<file path="config.mk">
export PLATFORM = sky130hd
export DESIGN_NAME = phase_cordic4
export DESIGN_NICKNAME = d
export VERILOG_FILES = /design/src/rtl/usbl_phase_pkg.sv /design/src/rtl/cordic_vec_step.sv /design/src/rtl/phase_cordic4.sv
export SDC_FILE = /design/constraint.sdc
export NUM_CORES = 1
export LEC_CHECK = 0
export CORE_AREA = 2 2 223 225
export DETAILED_ROUTE_END_ITERATION = 8
export DIE_AREA = 0 0 225 227
export GPL_TIMING_DRIVEN = 1
export PLACE_DENSITY = 0.61
export SYNTH_ARGS = -nofsm -noshare
export SYNTH_HDL_FRONTEND = slang
export SYNTH_SLANG_ARGS = --single-unit
</file>
<file path="constraint.sdc">
create_clock -name clock -period 8 [get_ports clock]
set_clock_uncertainty 0.2 [all_clocks]
set_input_delay 1.2 -clock clock [delete_from_list [all_inputs] [get_ports clock]]
set_output_delay 1.2 -clock clock [all_outputs]
set_load 0.02 [all_outputs]
</file>
<file path="src/rtl/usbl_phase_pkg.sv">
// Shared constants for the hydrophone phase front end: phase scale,
// CORDIC arctangent table, FSM state encoding and phase saturation helper.
package usbl_phase_pkg;

  // z accumulator width (signed)
  localparam int ZW = 18;

  localparam logic signed [ZW-1:0] PHASE_PI_2 = 18'sd16384;
  localparam logic signed [ZW-1:0] PHASE_MAX  = 18'sd32767;

  // FSM state encoding
  localparam logic [2:0] ST_IDLE  = 3'd0;
  localparam logic [2:0] ST_PRE   = 3'd1;
  localparam logic [2:0] ST_ITER  = 3'd2;
  localparam logic [2:0] ST_STORE = 3'd3;
  localparam logic [2:0] ST_DONE  = 3'd4;

  // atan(2^-i) scaled so that pi/2 maps to 16384
  function automatic logic signed [ZW-1:0] atan_lut(input logic [3:0] idx);
    logic signed [ZW-1:0] v;
    case (idx)
      4'd0:    v = 18'sd8192;
      4'd1:    v = 18'sd4836;
      4'd2:    v = 18'sd2555;
      4'd3:    v = 18'sd1297;
      4'd4:    v = 18'sd651;
      4'd5:    v = 18'sd326;
      4'd6:    v = 18'sd163;
      4'd7:    v = 18'sd81;
      4'd8:    v = 18'sd41;
      4'd9:    v = 18'sd20;
      4'd10:   v = 18'sd10;
      4'd11:   v = 18'sd5;
      4'd12:   v = 18'sd3;
      4'd13:   v = 18'sd1;
      default: v = 18'sd0;
    endcase
    return v;
  endfunction

  // Clamp the accumulated angle to the symmetric range [-32767, +32767]
  function automatic logic signed [15:0] sat_phase(input logic signed [ZW-1:0] z);
    logic signed [15:0] r;
    if (z > PHASE_MAX) begin
      r = 16'sd32767;
    end else if (z < -PHASE_MAX) begin
      r = -16'sd32767;
    end else begin
      r = z[15:0];
    end
    return r;
  endfunction

endpackage

</file>
<file path="src/rtl/cordic_vec_step.sv">
// One combinational CORDIC vectoring micro-rotation: drives y toward zero
// and accumulates the rotated angle into z.
module cordic_vec_step
  import usbl_phase_pkg::*;
#(
  parameter int W = 18
) (
  input  logic signed [W-1:0]  i_x,
  input  logic signed [W-1:0]  i_y,
  input  logic signed [ZW-1:0] i_z,
  input  logic        [3:0]    i_i,
  output logic signed [W-1:0]  o_x,
  output logic signed [W-1:0]  o_y,
  output logic signed [ZW-1:0] o_z
);

  logic signed [W-1:0]  w_xs;
  logic signed [W-1:0]  w_ys;
  logic signed [ZW-1:0] w_a;

  // Simultaneous x/y/z update; direction chosen from the sign of y
  always_comb begin
    w_xs = i_x >>> i_i;
    w_ys = i_y >>> i_i;
    w_a  = atan_lut(i_i);
    if (i_y[W-1]) begin
      o_x = i_x - w_ys;
      o_y = i_y + w_xs;
      o_z = i_z - w_a;
    end else begin
      o_x = i_x + w_ys;
      o_y = i_y - w_xs;
      o_z = i_z + w_a;
    end
  end

endmodule

</file>
<file path="src/rtl/phase_cordic4.sv">
// Four-channel atan2(Q,I) phase extractor sharing one iterative CORDIC engine.
// Optional feature macro: PHASE_CORDIC_OVERRUN_EN adds a sticky overrun flag
// for strobes that arrive while a computation is in flight.
module phase_cordic4
  import usbl_phase_pkg::*;
#(
  parameter int ITER = 14,
  parameter int IW   = 16,
  parameter int GW   = 2
) (
  input  logic                 clock,
  input  logic                 reset,
  input  logic                 in_valid,
  input  logic signed [IW-1:0] i1,
  input  logic signed [IW-1:0] i2,
  input  logic signed [IW-1:0] i3,
  input  logic signed [IW-1:0] i4,
  input  logic signed [IW-1:0] q1,
  input  logic signed [IW-1:0] q2,
  input  logic signed [IW-1:0] q3,
  input  logic signed [IW-1:0] q4,
  output logic                 busy,
  output logic                 out_valid,
  output logic signed [15:0]   phase1,
  output logic signed [15:0]   phase2,
  output logic signed [15:0]   phase3,
  output logic signed [15:0]   phase4
`ifdef PHASE_CORDIC_OVERRUN_EN
  ,
  output logic                 overrun
`endif
);

  localparam int W = IW + GW;

  logic [2:0]           r_state;
  logic [1:0]           r_ch;
  logic [3:0]           r_iter;
  logic signed [IW-1:0] r_i [4];
  logic signed [IW-1:0] r_q [4];
  logic signed [W-1:0]  r_x;
  logic signed [W-1:0]  r_y;
  logic signed [ZW-1:0] r_z;
  logic                 r_force;
  logic signed [15:0]   r_force_val;
  logic signed [15:0]   r_res [4];
  logic signed [15:0]   r_phase [4];
  logic                 r_busy;
  logic                 r_out_valid;

  logic signed [W-1:0]  w_ci;
  logic signed [W-1:0]  w_cq;
  logic signed [W-1:0]  w_pre_x;
  logic signed [W-1:0]  w_pre_y;
  logic signed [ZW-1:0] w_pre_z;
  logic signed [W-1:0]  w_nx;
  logic signed [W-1:0]  w_ny;
  logic signed [ZW-1:0] w_nz;

  // Channel select plus quadrant pre-rotation into the +/-pi/2 convergence range
  always_comb begin
    w_ci    = {{GW{r_i[r_ch][IW-1]}}, r_i[r_ch]};
    w_cq    = {{GW{r_q[r_ch][IW-1]}}, r_q[r_ch]};
    w_pre_x = w_ci;
    w_pre_y = w_cq;
    w_pre_z = '0;
    if (!w_ci[W-1]) begin
      w_pre_x = w_ci;
      w_pre_y = w_cq;
      w_pre_z = '0;
    end else if (!w_cq[W-1]) begin
      w_pre_x = w_cq;
      w_pre_y = -w_ci;
      w_pre_z = PHASE_PI_2;
    end else begin
      w_pre_x = -w_cq;
      w_pre_y = w_ci;
      w_pre_z = -PHASE_PI_2;
    end
  end

  cordic_vec_step #(.W(W)) u_step (
    .i_x (r_x),
    .i_y (r_y),
    .i_z (r_z),
    .i_i (r_iter),
    .o_x (w_nx),
    .o_y (w_ny),
    .o_z (w_nz)
  );

  // Sequencer: input latch, per-channel PRE/ITER/STORE, then publish all four phases
  always_ff @(posedge clock or negedge reset) begin
    if (!reset) begin
      r_state     <= ST_IDLE;
      r_ch        <= 2'd0;
      r_iter      <= 4'd0;
      r_x         <= '0;
      r_y         <= '0;
      r_z         <= '0;
      r_force     <= 1'b0;
      r_force_val <= 16'sd0;
      r_busy      <= 1'b0;
      r_out_valid <= 1'b0;
      for (int k = 0; k < 4; k++) begin
        r_i[k]     <= '0;
        r_q[k]     <= '0;
        r_res[k]   <= 16'sd0;
        r_phase[k] <= 16'sd0;
      end
    end else begin
      r_out_valid <= 1'b0;
      case (r_state)
        ST_IDLE: begin
          if (in_valid) begin
            r_i[0]  <= i1;  r_i[1] <= i2;  r_i[2] <= i3;  r_i[3] <= i4;
            r_q[0]  <= q1;  r_q[1] <= q2;  r_q[2] <= q3;  r_q[3] <= q4;
            r_busy  <= 1'b1;
            r_ch    <= 2'd0;
            r_state <= ST_PRE;
          end else begin
            r_busy  <= 1'b0;
          end
        end
        ST_PRE: begin
          r_x     <= w_pre_x;
          r_y     <= w_pre_y;
          r_z     <= w_pre_z;
          // On-axis inputs (Q==0) get an exact answer: 0, or +pi saturated for I<0
          r_force     <= (w_cq == '0);
          r_force_val <= w_ci[W-1] ? 16'sd32767 : 16'sd0;
          r_iter  <= 4'd0;
          r_state <= ST_ITER;
        end
        ST_ITER: begin
          r_x    <= w_nx;
          r_y    <= w_ny;
          r_z    <= w_nz;
          r_iter <= r_iter + 4'd1;
          if (r_iter == 4'(ITER - 1)) begin
            r_state <= ST_STORE;
          end else begin
            r_state <= ST_ITER;
          end
        end
        ST_STORE: begin
          r_res[r_ch] <= r_force ? r_force_val : sat_phase(r_z);
          if (r_ch == 2'd3) begin
            r_state <= ST_DONE;
          end else begin
            r_ch    <= r_ch + 2'd1;
            r_state <= ST_PRE;
          end
        end
        ST_DONE: begin
          r_out_valid <= 1'b1;
          for (int k = 0; k < 4; k++) begin
            r_phase[k] <= r_res[k];
          end
          r_ch    <= 2'd0;
          r_state <= ST_IDLE;
        end
        default: begin
          r_busy  <= 1'b0;
          r_state <= ST_IDLE;
        end
      endcase
    end
  end

`ifdef PHASE_CORDIC_OVERRUN_EN
  logic r_overrun;

  // Sticky flag for strobes dropped because the engine was still working
  always_ff @(posedge clock or negedge reset) begin
    if (!reset) begin
      r_overrun <= 1'b0;
    end else if (in_valid && r_busy && (r_state != ST_IDLE)) begin
      r_overrun <= 1'b1;
    end else begin
      r_overrun <= r_overrun;
    end
  end

  assign overrun = r_overrun;
`endif

  assign busy      = r_busy;
  assign out_valid = r_out_valid;
  assign phase1    = r_phase[0];
  assign phase2    = r_phase[1];
  assign phase3    = r_phase[2];
  assign phase4    = r_phase[3];

endmodule

</file>
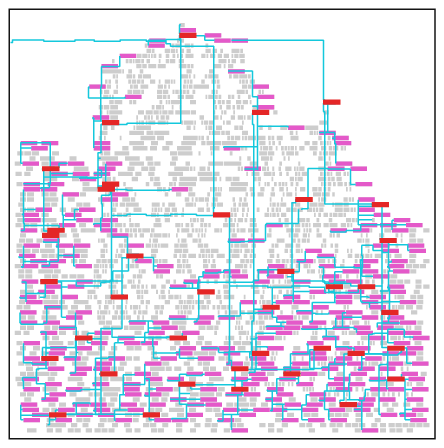
*Clock distribution, run 1*
[clock wires] cyan | length: 4720 um
[flip-flops] magenta | count: 323
[cells driving clock nets] red | count: 38
routed clock nets: 39

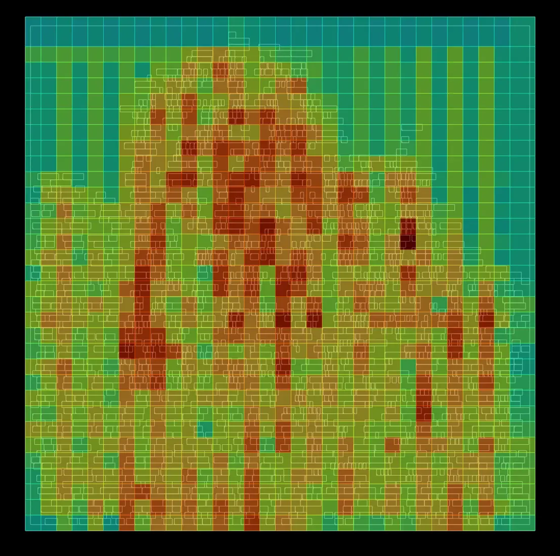
*Routing congestion map, run 1*
Wirelength per Cell: 19.8 um
GRT met1 Usage: 25.8%
total global-route track usage: 20.7%

==> reports/qor.txt, run 1 <==
Final ANT Viol Nets - 0
Worst setup path class - reg -> reg
Dpl hpwl - 37.3 mm
Worst Hold Launch - r_res[39]
Post-CTS Setup Inserts - 0
Port Buf Inserts - 196
Mean post-synth cell area - 10.5 sq um
Yosys stat cell total - 1832
Post-CTS Resized - 0
Placed Cells - 2559
Synthesized registers - 323
Worst hold path type - reg -> reg
Slew at the pin closest to its max-slew limit - 1.11 ns
Vias in the first global route - 14800
I/O pin total - 197
Clk latency late pin - 0.57 ns
CTS tree - built
Share of layout cells above drive strength 1 - 18.9%
Reg-to-reg slack, setup - 2.30 ns
Clk root buf - clkbuf_16
Post-synth EDFFs - 0
Final Critical Period - 5.70 ns
Depth of the most critical reg-to-reg path - 19
DRT iter0 DRCs - 985
Setup TNS - 0 ns
Critical R2R Launch - r_iter[0]
GRT Residual Overflow - 0
Chip area - 0.0511 sq mm
Final tally of setup violations - 0
Sink Count - 323
Cell Type Count - 82
Worst Setup EP - r_x[17]
Final Cycle Share - 71.2%
Initial antenna violation count - 0
Worst hold path depth - 2
Log Warnings - 36
DR pass1 iterations - 6
Total Routed Length - 51.9 mm
RSZ-0062 raised after global routing - false
Status - completed
Asr flop ratio synth - 100%
CP startpoint kind - register
Largest net degree at the start of global routing - 163
Setup crit start - r_iter[0]
Reg-to-Reg End - r_x[17]
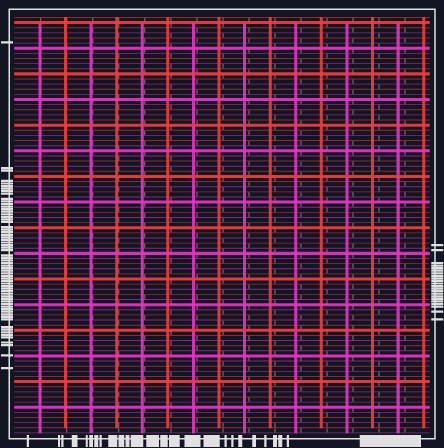
*PDN straps and rails, run 1*
Pins as bars on the die edge. Tap cells in gray.
| net | color |
|---|---|
| VDD | red |
| VSS | magenta |
met4 straps: 16
rows: 81
tap cells: 622
Die Wd: 225 um
die height: 227 um
Core ar.: 0.0485 sq mm

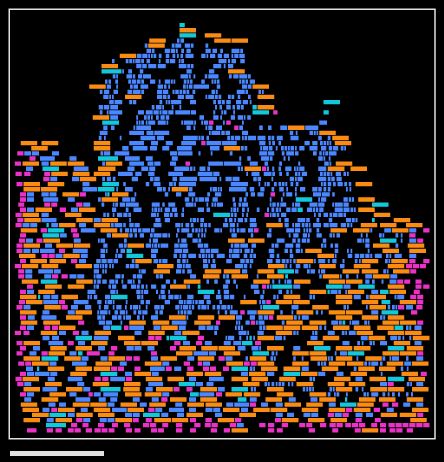
*Cell classes on the final placement, run 1*
Scale bar: 50 um.
| class | color | cells | share of their area |
|---|---|---|---|
| clock drivers and dummy loads | cyan | 68 | 5.8% |
| flip-flops | orange | 323 | 36% |
| all other logic | blue | 1398 | 48% |
| other buffers and delay cells | magenta | 216 | 9.6% |
# rows: 81
Finished Core Util: 47.5%
Seq area share: 35.1%

[run 1: cells in the final DEF, fill, tap and decap left out, types with 7 or more instances in the layout]
cell,n
dfrtp_1,321
mux2_2,209
clkdlybuf4s50_1,195
nand2_1,162
o21ai_0,146
nor2_1,133
a21oi_1,106
ha_1,67
xnor2_1,57
mux4_2,52
a211oi_1,45
xor2_1,41
inv_1,39
clkbuf_16,38
mux2i_1,34
nor3_1,33
o21a_1,28
buf_4,19
nand3_1,18
nor2b_1,17
nand2b_1,14
a31oi_1,12
a21o_1,12
or2_2,11
o22ai_1,10
o31ai_1,10
or3_1,8
a22oi_1,7
o21bai_1,7
clkbuf_1,7
[run 1: cell usage after synthesis, types with 41 or more instances]
cell / n / area share [%]
xor2_1: 41 / 1.9
dfrtp_1: 323 / 42
nor2_1: 133 / 2.6
mux4_2: 52 / 6.1
a211oi_1: 45 / 1.7
clkbuf_1: 77 / 1.5
xnor2_1: 57 / 2.6
a21oi_1: 106 / 2.7
nand2_1: 163 / 3.2
ha_1: 67 / 4.3
o21ai_0: 146 / 3.8
mux2_2: 209 / 12
[run 1: metrics by stage]
| stage | hold slack, ns | worst slack [ns] |
|---|---|---|
| after CTS | 0.278 | 2.32 |
| after detailed placement | 0.265 | 2.29 |
| after floorplan | 0.244 | 2.97 |
| after global placement | 0.256 | 2.43 |
| final | 0.272 | 2.30 |
| after global routing | 0.299 | 1.65 |
[run 1: critical path, cell delays in order (launching register included)]
cell	delay [ns]
dfrtp_2	0.74
mux4_2	0.68
mux2i_1	0.36
nor2_1	0.10
a21oi_1	0.20
ha_1	0.20
nor2b_1	0.20
and2_1	0.22
nor2_1	0.07
xnor2_1	0.15
ha_1	0.24
nor3_1	0.23
nand2b_1	0.08
o311ai_0	0.46
o21ai_0	0.27
o41ai_1	0.46
o21ai_0	0.20
xnor2_1	0.16
or3_1	0.31
o21ai_1	0.08
[run 1: sequential cells by signal, summed over array words and instances, names as in the netlist]
signal       count
busy             1
out_valid        1
phase1          16
phase2          16
phase3          16
phase4          16
r_ch             2
r_force          1
r_force_val      1
r_i             64
r_iter           4
r_q             64
r_res           64
r_state          3
r_x             18
r_y             18
r_z             18
[run 1: final cells by class]
| class | instances | area, sq um |
|---|---|---|
| clock buffer | 50 | 1050 |
| clock inverter | 18 | 258 |
| fill | 4454 | 25500 |
| inverter | 42 | 158 |
| multi-input combinational | 1356 | 10600 |
| sequential | 323 | 8090 |
| tap | 622 | 778 |
| timing repair buffer | 216 | 2130 |
[run 1: cells by family after synthesis]
logic type	synth area share (%)
compound gates	14.3
simple gates	10.5
fa+ha+maj	4.65
xor+xnor	4.44
buf+inv	3.29
flops	41.9
mux	21.0
[run 1: layer usage]
metal / track usage, % / vias to the layer above / share of wire, %
met5: 0 / - / 0
met4: 9.72 / 0 / 4.6
met3: 3.74 / 98 / 4.8
met2: 35.1 / 383 / 48
met1: 25.8 / 7299 / 42
li1: - / 6955 / -
### Where the registers sit, run 1

Other sequential cells in the stronger gray, the rest of the logic in the fainter gray.
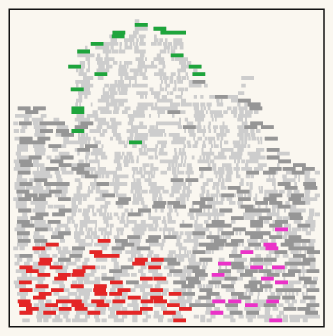

--- run 2 (diff from run 1) ---
==> constraint.sdc (replaced) <==
create_clock -name clock -period 5.45 [get_ports clock]
set_clock_uncertainty 0.2 [all_clocks]
set_input_delay 0.8175 -clock clock [delete_from_list [all_inputs] [get_ports clock]]
set_output_delay 0.8175 -clock clock [all_outputs]
set_load 0.02 [all_outputs]
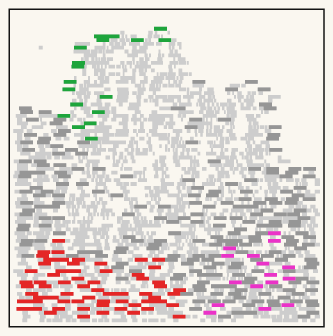
*Where the registers sit, run 2*
Other sequential cells in the stronger gray, the rest of the logic in the fainter gray.
| signal | color | flops |
|---|---|---|
| r_i | red | 64 |
| r_x | green | 18 |
| phase2 | magenta | 16 |

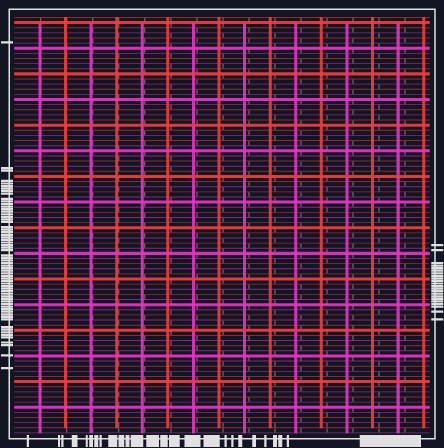
*PDN straps and rails, run 2*
Pins as bars on the die edge. Tap cells in gray.
| net | color |
|---|---|
| VDD | red |
| VSS | magenta |
signal pins: 197
tap cells: 622
met1 rails: 82
met5 straps: 16
rows: 81

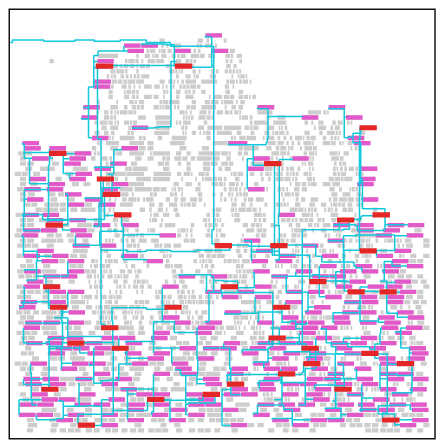
*Clock distribution, run 2*
[flip-flops] magenta | count: 323
[cells driving clock nets] red | count: 38
[clock wires] cyan | length: 4600 um
routed clock nets: 39
clk latency late pin: 0.55 ns

==> reports/qor.txt, run 2 <==
Status - completed
Initial antenna violation count - 0
CP bufs+invs - 2
Fillcell total - 4485
CTS tree - built
Total global-route track usage - 21.4%
Chip area - 0.0511 sq mm
Largest area contributor in the netlist - dfrtp_1
DR pass1 iterations - 5
Worst setup path class - reg -> reg
Depth of the most critical reg-to-reg path - 17
Die Wd - 225 um
Largest registers - r_i (64), r_q (64), r_res (64)
CP cell instances - buf_4, mux4_1, o2bb2ai_1, or2_2, ha_1, nand2_1, o21ai_0, fa_1, a21o_1, a21oi_1, nor2b_1, o21a_1, o41a_1, buf_4, a21boi_0, xnor2_1, a221o_1
Cell Type Count - 82
Total Routed Length - 53.5 mm
Synthesized registers - 323
Sink Count - 323
Slowest-stage cell, CP - mux4_1
Area leader share - 41.9%
Clk root buf - clkbuf_16
Dominant logic cell type in the layout - dfrtp_1
Final Cycle Share - 93.4%
Critical R2R Launch - r_iter[0]
## run 2: cell counts after synthesis
No cell type changed its count.
## run 2: cell families after synthesis
family                   Yosys count  share of synthesized area (%)
AND-OR/OR-AND                    445                           14.3
AND/OR/NAND/NOR                  440                           10.5
flip-flops                       323                           41.9
multiplexers                     303                           21.0
buffers and inverters            153                           3.29
XOR/XNOR                          98                           4.44
adder cells (fa/ha/maj)           70                           4.65
## run 2: cell type report
type | instances | area, sq um | area share, %
Multi-Input combinational cell | 1356 | 10600 | 45.3
Sequential cell | 323 | 8090 | 34.5
Timing Repair Buffer | 257 | 2470 | 10.5
Clock buffer | 54 | 1140 | 4.87
Tap cell | 622 | 778 | 3.32
Clock inverter | 15 | 194 | 0.827
Inverter | 42 | 158 | 0.672
## run 2: how the worst max path moves through the flow
stage,depth (start not counted),start,slack (ns),to
after floorplan,23,r_iter[3],0.42,r_x[17]
after global placement,17,r_iter[0],0.37,r_y[12]
after detailed placement,16,r_iter[0],0.27,r_y[11]
after CTS,16,r_iter[0],0.25,r_y[11]
after global routing,17,r_iter[0],-0.0008,r_y[16]
final,17,r_iter[0],0.36,r_y[12]
## run 2: stage by stage
stage | hold WS, ns | utilization [%] | setup TNS, ns
final | 0.115 | 48.3 | 0
after floorplan | 0.244 | - | 0
after global placement | 0.257 | 45.5 | 0
after detailed placement | 0.265 | 45.5 | 0
after global routing | 0.147 | 48.3 | -0.000823
after CTS | 0.126 | 48.3 | 0
## run 2: timing repair
item                       4_1_cts  5_1_grt
buffers inserted                 0        1
gates resized                    0        6
setup endpoints to repair        0        5
## run 2: layer usage
layer	wire (um)	track usage (%)
met3	2350	3.32
met5	0	0
met2	25800	35.9
met1	23000	27.3
met4	2360	9.63
### Cell classes on the final placement, run 2

Scale bar: 50 um.
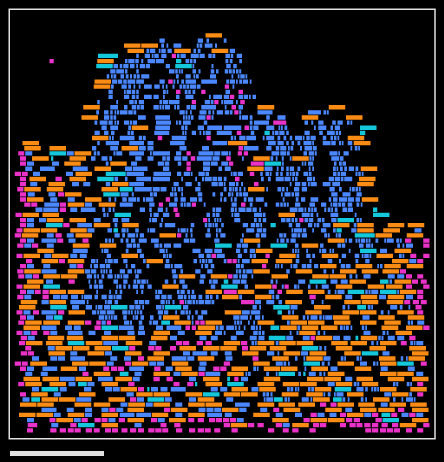

--- run 3 (diff from run 2) ---
--- a/config.mk
+++ b/config.mk
@@ -5,11 +5,11 @@
 export SDC_FILE = /design/constraint.sdc
 export NUM_CORES = 1
 export LEC_CHECK = 0
-export CORE_AREA = 2 2 223 225
+export CORE_AREA = 2 2 238 240
 export DETAILED_ROUTE_END_ITERATION = 8
-export DIE_AREA = 0 0 225 227
+export DIE_AREA = 0 0 240 242
 export GPL_TIMING_DRIVEN = 1
-export PLACE_DENSITY = 0.61
+export PLACE_DENSITY = 0.55
 export SYNTH_ARGS = -nofsm -noshare
 export SYNTH_HDL_FRONTEND = slang
 export SYNTH_SLANG_ARGS = --single-unit
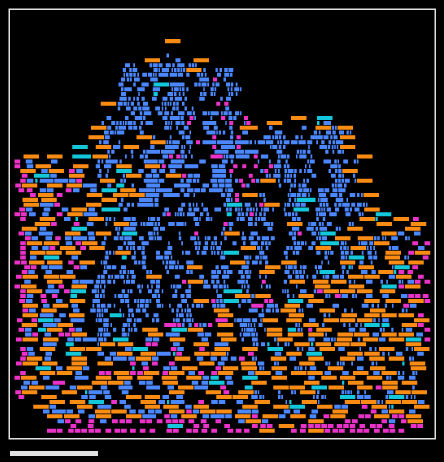
*Cell classes on the final placement, run 3*
Scale bar: 50 um.
| class | color | cells | share of their area |
|---|---|---|---|
| all other logic | blue | 1398 | 48% |
| flip-flops | orange | 323 | 36% |
| other buffers and delay cells | magenta | 247 | 11% |
| clock drivers and dummy loads | cyan | 72 | 5.9% |
Core ar.: 0.0557 sq mm
# rows: 87
Finished Core Util: 42.3%

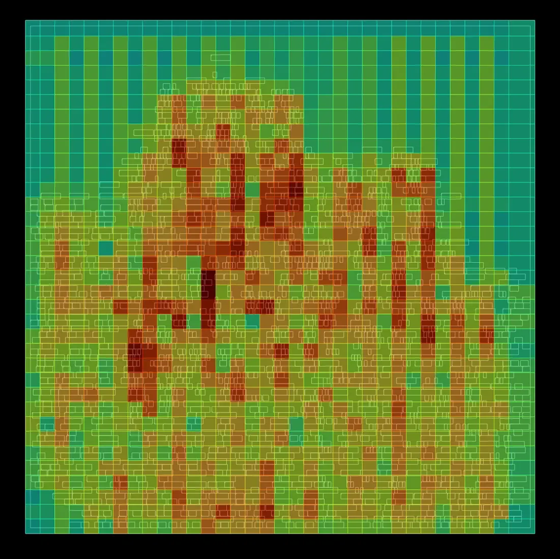
*Routing congestion map, run 3*
GRT met1 Usage: 23.7%
total global-route track usage: 18.8%
busiest layer in global routing: met2
met3 Track Usage GR: 3.34%

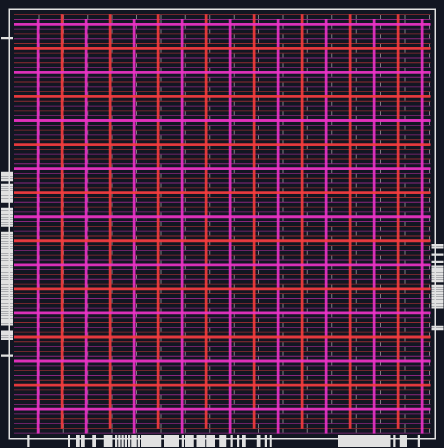
*PDN straps and rails, run 3*
Pins as bars on the die edge. Tap cells in gray.
| net | color |
|---|---|
| VSS | magenta |
| VDD | red |
met5 straps: 17
rows: 87
signal pins: 197
tap cells: 756
met4 straps: 17
Die Wd: 240 um
die height: 242 um

==> reports/qor.txt, run 3 <==
GRT Residual Overflow - 0
Yosys stat cell total - 1832
Largest registers - r_i (64), r_q (64), r_res (64)
Log Warnings - 38
Synthesized registers - 323
Dominant logic cell type in the layout - dfrtp_1
Crit path largest cell delay - 0.63 ns
DR pass1 iterations - 5
Synth top area cells - dfrtp_1, mux2_2, mux4_2
Final Critical Period - 5.21 ns
Largest area contributor in the netlist - dfrtp_1
Status - completed
CP bufs+invs - 2
I/O pin total - 197
Final WS setup - 0.237 ns
Family with the most delay on the worst path - AND-OR/OR-AND gates
Area leader share - 41.9%
Sink Count - 323
Post-synth EDFFs - 0
DRT iter0 DRCs - 932
Top Layout Cells - dfrtp_1, mux2_2, clkdlybuf4s50_1, nand2_1, o21ai_0
Final Cycle Share - 95.6%
Worst slack, placed - 0.213 ns
Dpl hpwl - 39.8 mm
Total Routed Length - 54.9 mm
Final ANT Viol Nets - 0
Mean post-synth cell area - 10.5 sq um
Vias in the first global route - 15000
Final tally of setup violations - 0
Clk latency late pin - 0.57 ns
==> run 3: cell counts after synthesis <==
No cell type changed its count.
==> run 3: cell type report <==
cell class / count / area [sq um]
timing repair buffer: 247 / 2410
multi-input combinational: 1356 / 10600
tap: 756 / 946
inverter: 42 / 158
clock buffer: 58 / 1120
sequential: 323 / 8090
clock inverter: 14 / 226
fill: 5412 / 32200
==> run 3: layer usage <==
metal / share of wire [%] / global-route usage [%]
met1: 42 / 23.7
met3: 4.7 / 3.34
met4: 4.1 / 8.18
met2: 49 / 31.6
met5: 0 / 0
==> run 3: stage by stage <==
step                      hold slack, ns
after floorplan                    0.244
after global placement             0.256
after detailed placement           0.264
after CTS                         0.0945
after global routing               0.116
final                             0.0514
==> run 3: cells by family after synthesis <==
logic type / count (synthesis) / synth area share [%]
fa+ha+maj: 70 / 4.65
compound gates: 445 / 14.3
xor+xnor: 98 / 4.44
mux: 303 / 21.0
flops: 323 / 41.9
simple gates: 440 / 10.5
buf+inv: 153 / 3.29
==> run 3: final timing paths <==
| path | to | slack (ns) | cells after the start |
|---|---|---|---|
| max | r_y[16] | 0.24 | 18 |
| min | r_i[56] | 0.05 | 1 |
| max reg2reg | r_y[16] | 0.24 | 18 |
| min reg2reg | r_res[48] | 0.27 | 2 |
| max in group asynchronous | r_res[7] | 3.69 | 2 |
| min in group clock | r_res[48] | 0.27 | 2 |
==> run 3: timing repair <==
action	in CTS	in global routing
resized	0	8
setup buffers	0	5
setup endpoints to repair	0	6
